==> config.mk <==
export PLATFORM = sky130hd
export DESIGN_NAME = uart_tx_serializer
export DESIGN_NICKNAME = d
export VERILOG_FILES = /design/src/rtl/uart_tx_serializer.sv
export SDC_FILE = /design/constraint.sdc
export NUM_CORES = 1
export LEC_CHECK = 0
export ABC_AREA = 1
export CAP_MARGIN = 30
export CORE_MARGIN = 1
export CORE_UTILIZATION = 52
export CTS_BUF_LIST = sky130_fd_sc_hd__clkbuf_4 sky130_fd_sc_hd__clkbuf_8
export CTS_CLUSTER_DIAMETER = 150
export DETAILED_ROUTE_END_ITERATION = 12
export GPL_TIMING_DRIVEN = 0
export PLACE_DENSITY = 0.77
export SETUP_SLACK_MARGIN = 0.4
export SYNTH_ARGS = -nofsm -noshare
export SYNTH_HDL_FRONTEND = slang
export SYNTH_SLANG_ARGS = --single-unit
==> constraint.sdc <==
create_clock -name clk_RX -period 1.7 [get_ports clk_RX]
set_input_delay 0.51 -clock clk_RX [delete_from_list [all_inputs] [get_ports clk_RX]]
set_output_delay 0.51 -clock clk_RX [all_outputs]
set_load 0.03 [all_outputs]
==> src/rtl/uart_tx_serializer.sv <==
// UART transmit frame engine (start, 8 data LSB first, optional parity, stop) timed by the receive prescale.
// Optional feature: define UART_TX_HOLD_BUF_EN for a one-entry holding register enabling back-to-back frames.
module uart_tx_serializer (
  input  logic       clk_RX,
  input  logic       rst,
  input  logic [7:0] P_DATA,
  input  logic       data_valid,
  output logic       tx_ready,
  input  logic       PAR_EN,
  input  logic       PAR_TYP,
  input  logic [5:0] prescale,
  output logic       TX_OUT,
  output logic       busy
);

  typedef enum logic [2:0] {
    IDLE   = 3'd0,
    START  = 3'd1,
    DATA   = 3'd2,
    PARITY = 3'd3,
    STOP   = 3'd4
  } state_t;

  state_t     state_q;
  logic [5:0] cnt_q;
  logic [5:0] pre_q;
  logic [2:0] bit_q;
  logic [7:0] shift_q;
  logic       par_q;
  logic       par_en_q;
  logic       tx_out_q;
  logic       busy_q;

  logic       bit_end_d;
  logic       accept_d;
  logic       idle_load_d;
  logic       stop_load_d;
  logic [7:0] src_data_d;
  logic       src_par_en_d;
  logic       src_par_typ_d;
  logic [5:0] src_pre_d;

  function automatic logic parity_f(input logic [7:0] data, input logic odd);
    return (^data) ^ odd;
  endfunction

  function automatic logic [5:0] clamp_f(input logic [5:0] p);
    return (p < 6'd4) ? 6'd4 : p;
  endfunction

  assign bit_end_d = (cnt_q == (pre_q - 6'd1));
  assign TX_OUT    = tx_out_q;
  assign busy      = busy_q;

`ifdef UART_TX_HOLD_BUF_EN
  logic       hb_full_q;
  logic [7:0] hb_data_q;
  logic       hb_par_en_q;
  logic       hb_par_typ_q;
  logic [5:0] hb_pre_q;

  assign tx_ready      = !hb_full_q;
  assign accept_d      = data_valid && !hb_full_q;
  // A full buffer always wins over the live inputs so frame order is kept.
  assign idle_load_d   = hb_full_q || accept_d;
  assign stop_load_d   = hb_full_q;
  assign src_data_d    = hb_full_q ? hb_data_q    : P_DATA;
  assign src_par_en_d  = hb_full_q ? hb_par_en_q  : PAR_EN;
  assign src_par_typ_d = hb_full_q ? hb_par_typ_q : PAR_TYP;
  assign src_pre_d     = hb_full_q ? hb_pre_q     : clamp_f(prescale);

  // Holding register: filled by accepts outside IDLE, drained when the FSM loads from it.
  always_ff @(posedge clk_RX or negedge rst) begin
    if (!rst) begin
      hb_full_q    <= 1'b0;
      hb_data_q    <= 8'h00;
      hb_par_en_q  <= 1'b0;
      hb_par_typ_q <= 1'b0;
      hb_pre_q     <= 6'd0;
    end else if (accept_d && (state_q != IDLE)) begin
      hb_full_q    <= 1'b1;
      hb_data_q    <= P_DATA;
      hb_par_en_q  <= PAR_EN;
      hb_par_typ_q <= PAR_TYP;
      hb_pre_q     <= clamp_f(prescale);
    end else if (hb_full_q && ((state_q == IDLE) || ((state_q == STOP) && bit_end_d))) begin
      hb_full_q    <= 1'b0;
    end else begin
      hb_full_q    <= hb_full_q;
    end
  end
`else
  assign tx_ready      = (state_q == IDLE);
  assign accept_d      = data_valid && (state_q == IDLE);
  assign idle_load_d   = accept_d;
  assign stop_load_d   = 1'b0;
  assign src_data_d    = P_DATA;
  assign src_par_en_d  = PAR_EN;
  assign src_par_typ_d = PAR_TYP;
  assign src_pre_d     = clamp_f(prescale);
`endif

  // Frame FSM with bit timer, bit counter and registered line/busy outputs.
  always_ff @(posedge clk_RX or negedge rst) begin
    if (!rst) begin
      state_q  <= IDLE;
      cnt_q    <= 6'd0;
      pre_q    <= 6'd0;
      bit_q    <= 3'd0;
      shift_q  <= 8'h00;
      par_q    <= 1'b0;
      par_en_q <= 1'b0;
      tx_out_q <= 1'b1;
      busy_q   <= 1'b0;
    end else begin
      if ((state_q == IDLE) || bit_end_d) begin
        cnt_q <= 6'd0;
      end else begin
        cnt_q <= cnt_q + 6'd1;
      end
      case (state_q)
        IDLE: begin
          if (idle_load_d) begin
            state_q  <= START;
            tx_out_q <= 1'b0;
            busy_q   <= 1'b1;
            shift_q  <= src_data_d;
            par_q    <= parity_f(src_data_d, src_par_typ_d);
            par_en_q <= src_par_en_d;
            pre_q    <= src_pre_d;
          end else begin
            tx_out_q <= 1'b1;
            busy_q   <= 1'b0;
          end
        end
        START: begin
          if (bit_end_d) begin
            state_q  <= DATA;
            tx_out_q <= shift_q[0];
          end
        end
        DATA: begin
          if (bit_end_d) begin
            shift_q <= {1'b0, shift_q[7:1]};
            if (bit_q == 3'd7) begin
              bit_q <= 3'd0;
              if (par_en_q) begin
                state_q  <= PARITY;
                tx_out_q <= par_q;
              end else begin
                state_q  <= STOP;
                tx_out_q <= 1'b1;
              end
            end else begin
              bit_q    <= bit_q + 3'd1;
              tx_out_q <= shift_q[1];
            end
          end
        end
        PARITY: begin
          if (bit_end_d) begin
            state_q  <= STOP;
            tx_out_q <= 1'b1;
          end
        end
        STOP: begin
          if (bit_end_d) begin
            // A pending byte starts its start bit on this same edge: no idle gap.
            if (stop_load_d) begin
              state_q  <= START;
              tx_out_q <= 1'b0;
              busy_q   <= 1'b1;
              shift_q  <= src_data_d;
              par_q    <= parity_f(src_data_d, src_par_typ_d);
              par_en_q <= src_par_en_d;
              pre_q    <= src_pre_d;
            end else begin
              state_q  <= IDLE;
              tx_out_q <= 1'b1;
              busy_q   <= 1'b0;
            end
          end
        end
        default: begin
          state_q  <= IDLE;
          tx_out_q <= 1'b1;
          busy_q   <= 1'b0;
        end
      endcase
    end
  end

endmodule

**Run 1: clock wiring as the flow saved it**

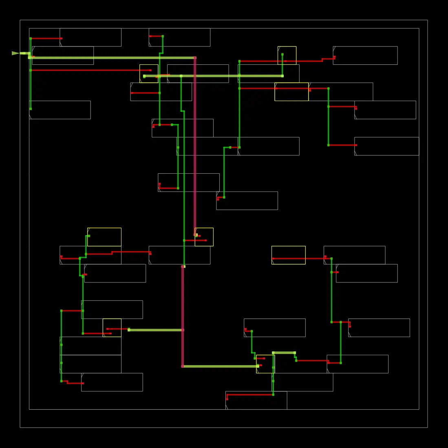
total CTS buffers: 5
flop count: 30
Power Clock: 0.000529 W
CTS sink cnt: 30

**Run 1: signal wires on met2**

Cells faint in the background.
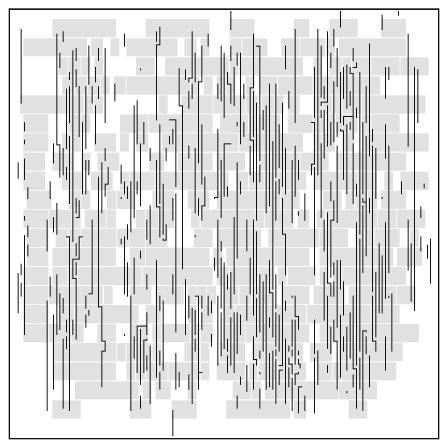
longest straight run: 34.7 um
wire length on this layer: 2110 um

**Run 1: metal layers overlaid**

Only two layers are drawn.
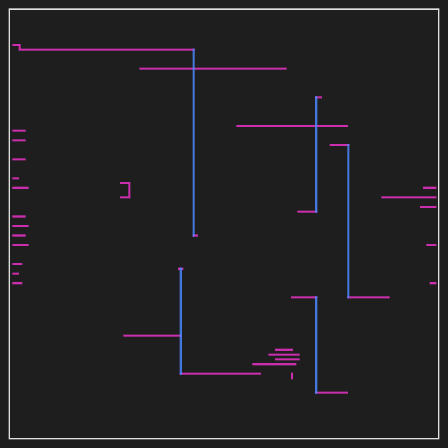
legend:
  blue:
    layer: M4
    wire_length: 93.2 um
  magenta:
    layer: M3
    wire_length: 153 um
DR vias: 1652
routed wire length: 4210 um
GRT Overall Usage: 0.245
DR WL/cell: 13.0 um

**Run 1: drive-strength map**

Bar = 20 um.
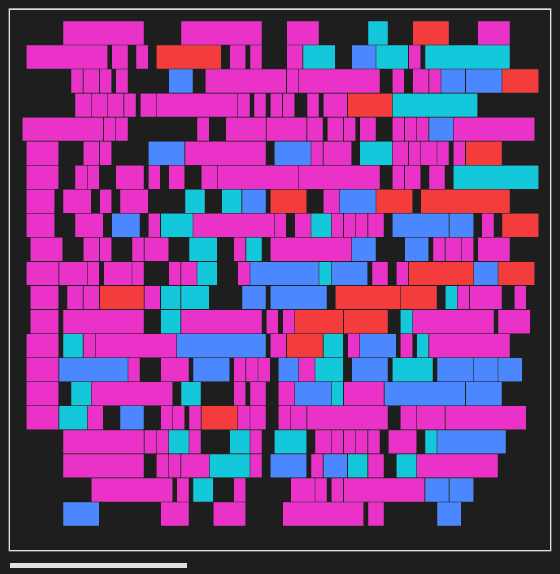
legend:
  cyan:
    size: x2
    cells: 37
    share: 13%
    most_used: nand2_2
  red:
    size: x6 and larger
    cells: 18
    share: 6.5%
    most_used: buf_6
  blue:
    size: x3 and x4
    cells: 39
    share: 14%
    most_used: buf_4
  magenta:
    size: x1 and smaller
    cells: 184
    share: 66%
    most_used: nand2_1

[run 1: metrics by stage]
step                hold WS, ns  TNS (ns)  utilization
finish                    0.483    -0.522        0.777
floorplan                 0.214         0            -
detailed placement        0.470     -1.69        0.647
global placement          0.466    -14.04        0.639
global route              0.517     -2.05        0.777
CTS                       0.487    -0.222        0.736
[run 1: state kept, by name, indices dropped and copies added (netlist names)]
name      cells
bit_q         3
cnt_q         6
par_en_q      1
shift_q       8
state_q       3
par_q         1
busy          1
pre_q         6
TX_OUT        1
[run 1: cell families (layout without fill, tap and decap cells)]
family / after synthesis / in the layout / synth area share
compound gates: 32 / 32 / 0.0986
xor+xnor: 12 / 12 / 0.0620
fa+ha+maj: 4 / 4 / 0.0276
buf+inv: 36 / 86 / 0.0848
flops: 30 / 30 / 0.414
simple gates: 114 / 114 / 0.313
[run 1: how the worst max path moves through the flow]
stage          cells after the start        from          to  slack [ns]
2_1_floorplan                     10    pre_q[1]  state_q[1]        0.09
3_3_place_gp                       1         rst    cnt_q[5]       -0.43
3_5_place_dp                       4  state_q[0]    tx_ready       -0.33
4_1_cts                           10    pre_q[1]  shift_q[5]       -0.03
5_1_grt                           10    pre_q[0]        busy       -0.15
6_report                          10    pre_q[1]        busy       -0.05
[run 1: power by group through the flow]
stage               sequential [W]  clock (W)  combinational [W]
global route               0.00129   0.000581            0.00324
CTS                        0.00125   0.000543            0.00255
finish                     0.00126   0.000529            0.00296
detailed placement         0.00128          0            0.00205
floorplan                  0.00127          0            0.00158
global placement           0.00127          0            0.00199
[run 1: layer usage]
metal | GRT usage | routed length (um) | share of wire
met1 | 0.315 | 1860 | 0.44
met2 | 0.394 | 2110 | 0.50
met3 | 0.0651 | 153 | 0.036
met4 | 0.0942 | 93 | 0.022
met5 | 0 | 0 | 0
==> impl_metrics.json, run 1 <==
{
  "outcome": "finished, violations left",
  "violations": "negative setup slack",
  "synth_top_cell_by_area": "dfrtp_1",
  "yosys-top-cells-count": "nand2_1 (58), dfrtp_1 (29), inv_1 (27)",
  "grt-ovfl-total": 0,
  "pwr-share-comb": 0.623,
  "worstPathMaxFanout": 5,
  "grt_pass1_wl_um": 6440,
  "drv_cap": 0,
  "worst-r2r-cell-count": 10,
  "p_total_w": 0.00475,
  "regArea_um2": 754,
  "fp.dieH_um": 61.1,
  "enable_flop_cells": 0,
  "fin_nets": 300,
  "r2r_slack_ns": -0.05,
  "row_count": 21,
  "critPathRequiredTime_ns": 1.93,
  "powerDensity_nw_per_um2": 1830,
  "dp_worst_setup_slack_ns": -0.327,
  "ys_ff": 30,
  "reg2reg_from": "pre_q[1]",
  "path_cells": "inv_2 > ha_4 > xor2_1 > nand3_1 > nor2_4 > nand3_4 > nand2_4 > nand2_1 > nand3_1 > nand2_1",
  "final_max_slew_viol_count": 0,
  "post-route-cell-area_um2": 2590,
  "p_leak_nw": 1.21,
  "switching_share": 0.447,
  "n_all_buffers": 45,
  "grt_setup_unrepaired": "yes",
  "place.gp.congestion": 0.879,
  "numPortBuffers": 21,
  "vias_per_cell": 5.10,
  "crit_type": "reg -> reg",
  "arrival_ns": 1.98,
  "cts_htree_levels": 2,
  "fmax_mhz": 571,
  "min-delay-start": "TX_OUT",
  "comb_area_um2": 1090,
  "logic_gates": 162,
  "synth_cells": 228,
  "tightest_slew_ns": 0.635,
  "drc": 0,
  "dr.pass1.iters": 4,
  "hold_viol": 0,
  "inv_count": 33,
  "post_dp_cell_area_um2": 2160,
  "cp_slowest_stage_delay_ns": 0.41,
  "ys_seq_share": 0.414,
  "fin_ws_ns": -0.0505,
  "antenna_left": 0,
  "dp_cells": 296,
  "fin_crit_ns": 1.75,
  "comb-cell-share": 0.422,
  "fin_skew_ns": 0.00946,
  "drt_iter0_drc": 76,
  "cts.clk_slew.worst_paths_ns": 0.10,
  "io_pins": 22,
  "setup-violations-final": 19,
  "num-clock-buffers": 8,
  "timing.final.crit_share": 1.03,
  "antenna_cells": 0,
  "slowest_stage": "dfrtp_1",
  "cts_tree": "yes",
  "intPower_w": 0.00263,
  "fillers": 234,
  "post-cts-setup-buffers": 13,
  "antenna_found_initial": 0
}
==> inputs of run 2 (changes only) <==
--- a/config.mk
+++ b/config.mk
@@ -8,12 +8,11 @@
 export ABC_AREA = 1
 export CAP_MARGIN = 30
 export CORE_MARGIN = 1
-export CORE_UTILIZATION = 52
+export CORE_UTILIZATION = 45
 export CTS_BUF_LIST = sky130_fd_sc_hd__clkbuf_4 sky130_fd_sc_hd__clkbuf_8
 export CTS_CLUSTER_DIAMETER = 150
 export DETAILED_ROUTE_END_ITERATION = 12
-export GPL_TIMING_DRIVEN = 0
-export PLACE_DENSITY = 0.77
+export PLACE_DENSITY = 0.66
 export SETUP_SLACK_MARGIN = 0.4
 export SYNTH_ARGS = -nofsm -noshare
 export SYNTH_HDL_FRONTEND = slang
==> constraint.sdc (replaced) <==
create_clock -name clk_RX -period 2.2 [get_ports clk_RX]
set_input_delay 0.66 -clock clk_RX [delete_from_list [all_inputs] [get_ports clk_RX]]
set_output_delay 0.66 -clock clk_RX [all_outputs]
set_load 0.03 [all_outputs]
**Run 2: drive-strength map**

Bar = 20 um.
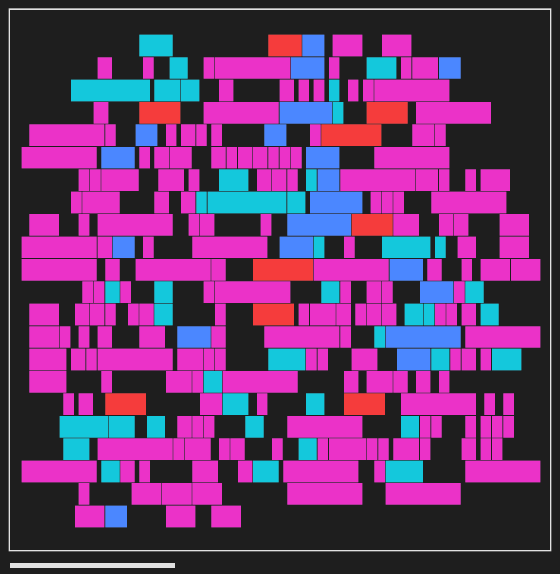
legend:
  blue:
    size: x3 and x4
    cells: 19
    share: 7.3%
  magenta:
    size: x1 and smaller
    cells: 193
    share: 74%
    most_used: nand2_1
  red:
    size: x6 and larger
    cells: 9
    share: 3.4%
    most_used: clkbuf_8
  cyan:
    size: x2
    cells: 41
    share: 16%
    most_used: nand2_2

**Run 2: signal wires on met2**

Cells faint in the background.
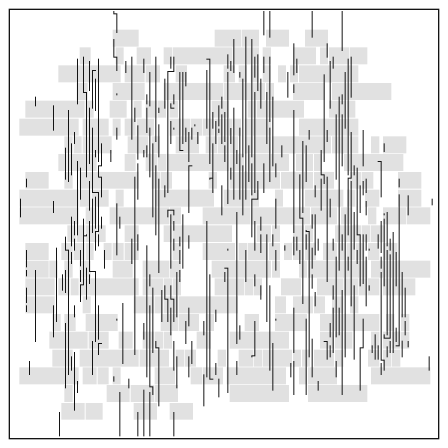
nets with wire on the layer: 224
share of all routed wire: 50%
wire length on this layer: 1830 um
main direction: vertical

==> impl_metrics.json, run 2 <==
{
  "fin_cells": 310,
  "endpoint": "tx_ready",
  "fin_nets": 284,
  "pwr-share-comb": 0.547,
  "cts.clk_slew.worst_paths_ns": 0.06,
  "drive_gt1_frac": 0.263,
  "tightest_slew_ns": 0.463,
  "fin_skew_ns": 0.00398,
  "grt-busiest-layer": "met2",
  "intPower_w": 0.00175,
  "end_kind": "output port",
  "fin_ws_ns": 0.333,
  "drv_cap": 0,
  "fp.dieH_um": 65.5,
  "crit_type": "reg -> out",
  "cts_htree_levels": 2,
  "vias": 1539,
  "crit_start": "state_q[0]",
  "grt_use_total": 0.196,
  "maxPowerGroup": "combinational logic",
  "cp_slowest_stage_delay_ns": 0.45,
  "timing.final.crit_share": 0.849,
  "numPortBuffers": 21,
  "cts_tree": "yes",
  "ctsHoldBuffers": 0,
  "yosys-top-cells-count": "nand2_1 (58), dfrtp_1 (29), inv_1 (27)",
  "wirelength_um": 3700,
  "p_leak_nw": 1.12,
  "drt_iter0_drc": 46,
  "place.gp.congestion": 0.790,
  "top_regs": "shift_q: 8 flops, cnt_q: 6 flops, pre_q: 6 flops",
  "cts.sinks": 30,
  "hold_viol": 0,
  "use_met1": 0.227,
  "vias_per_cell": 4.96,
  "pg_clk_w": 0.000476,
  "powerDensity_nw_per_um2": 1370,
  "synth_top_cell_by_area": "dfrtp_1",
  "path_cells": "nor2_4 > inv_2 > nor2_4 > buf_4",
  "grt_pass1_wl_um": 6220,
  "worst-r2r-cell-count": 9,
  "antenna_left": 0,
  "drc": 0,
  "row_count": 22,
  "enable_flop_cells": 0,
  "critPathRequiredTime_ns": 1.54,
  "post_dp_cell_area_um2": 2080,
  "layout_top_cells": "nand2_1 (55), dfrtp_1 (28), inv_1 (25), o21ai_0 (18)",
  "fillers": 333,
  "outcome": "finished clean",
  "r2r_slack_ns": 0.42,
  "ys_seq_share": 0.414,
  "dr.pass1.iters": 4,
  "switching_share": 0.457,
  "min-delay-start": "TX_OUT",
  "dp_worst_setup_slack_ns": 0.127,
  "antenna_found_initial": 0,
  "ys_ff": 30,
  "arrival_ns": 1.21,
  "numCtsBuffers": 5,
  "io_pins": 22,
  "cp.depth": 4,
  "tns_ns": 0,
  "grt-ovfl-total": 0,
  "fin_util": 0.622,
  "final_max_slew_viol_count": 0,
  "largest_register_ffs": 8,
  "reg2reg_from": "pre_q[1]",
  "antenna_cells": 0,
  "fmax_mhz": 536,
  "post-route-cell-area_um2": 2350,
  "dp_cells": 297,
  "worstPathMaxFanout": 5
}
[run 2: netlist changes by cell type in the layout (fill, tap and decap cells not counted), moves of 3 or more]
cell           previous run  this run
clkbuf_4                  5         1
o21ai_1                  10         3
o21ai_0                  12        18
clkbuf_8                  3         6
nand2_4                   5         2
nand2_1                  51        55
dlygate4sd2_1             4         1
buf_4                    12         6
buf_6                     9         1
[run 2: layout make-up]
cell class	instances	area, um^2	share of cell area
well taps	48	60.1	0.0256
flip-flops and latches	30	753	0.321
inverters	33	124	0.0528
clock buffers	7	90.1	0.0384
repair buffers	28	282	0.120
multi-input cells	163	1030	0.440
clock inverters	1	5.00	0.00213
[run 2: worst min-delay path, stage by stage, from the launching register on]
cell,delay (ns)
dfstp_2,0.37
inv_1,0.06
o21ai_2,0.06
[run 2: per-layer routing]
| metal | up-vias | share of wire |
|---|---|---|
| met3 | 5 | 0.038 |
| met1 | 715 | 0.45 |
| met5 | - | 0 |
| met4 | 0 | 0.017 |
| met2 | 25 | 0.50 |
| li1 | 794 | - |
[run 2: through the flow]
| stage | hold WS (ns) | power, W |
|---|---|---|
| 6_report | 0.477 | 0.00322 |
| 2_1_floorplan | 0.364 | 0.00210 |
| 4_1_cts | 0.495 | 0.00307 |
| 5_1_grt | 0.496 | 0.00349 |
| 3_3_place_gp | 0.477 | 0.00241 |
| 3_5_place_dp | 0.479 | 0.00242 |
[run 2: logic make-up after synthesis]
kind of cell / after synthesis / share of synthesized area
and+or+nand+nor: 114 / 0.313
buffers and inverters: 36 / 0.0848
AOI/OAI and AO/OA: 32 / 0.0986
DFF: 30 / 0.414
xor gates and xnor gates: 12 / 0.0620
adders and majority gates: 4 / 0.0276
Power figures rest on the tool's default switching activity, not on a simulated workload.
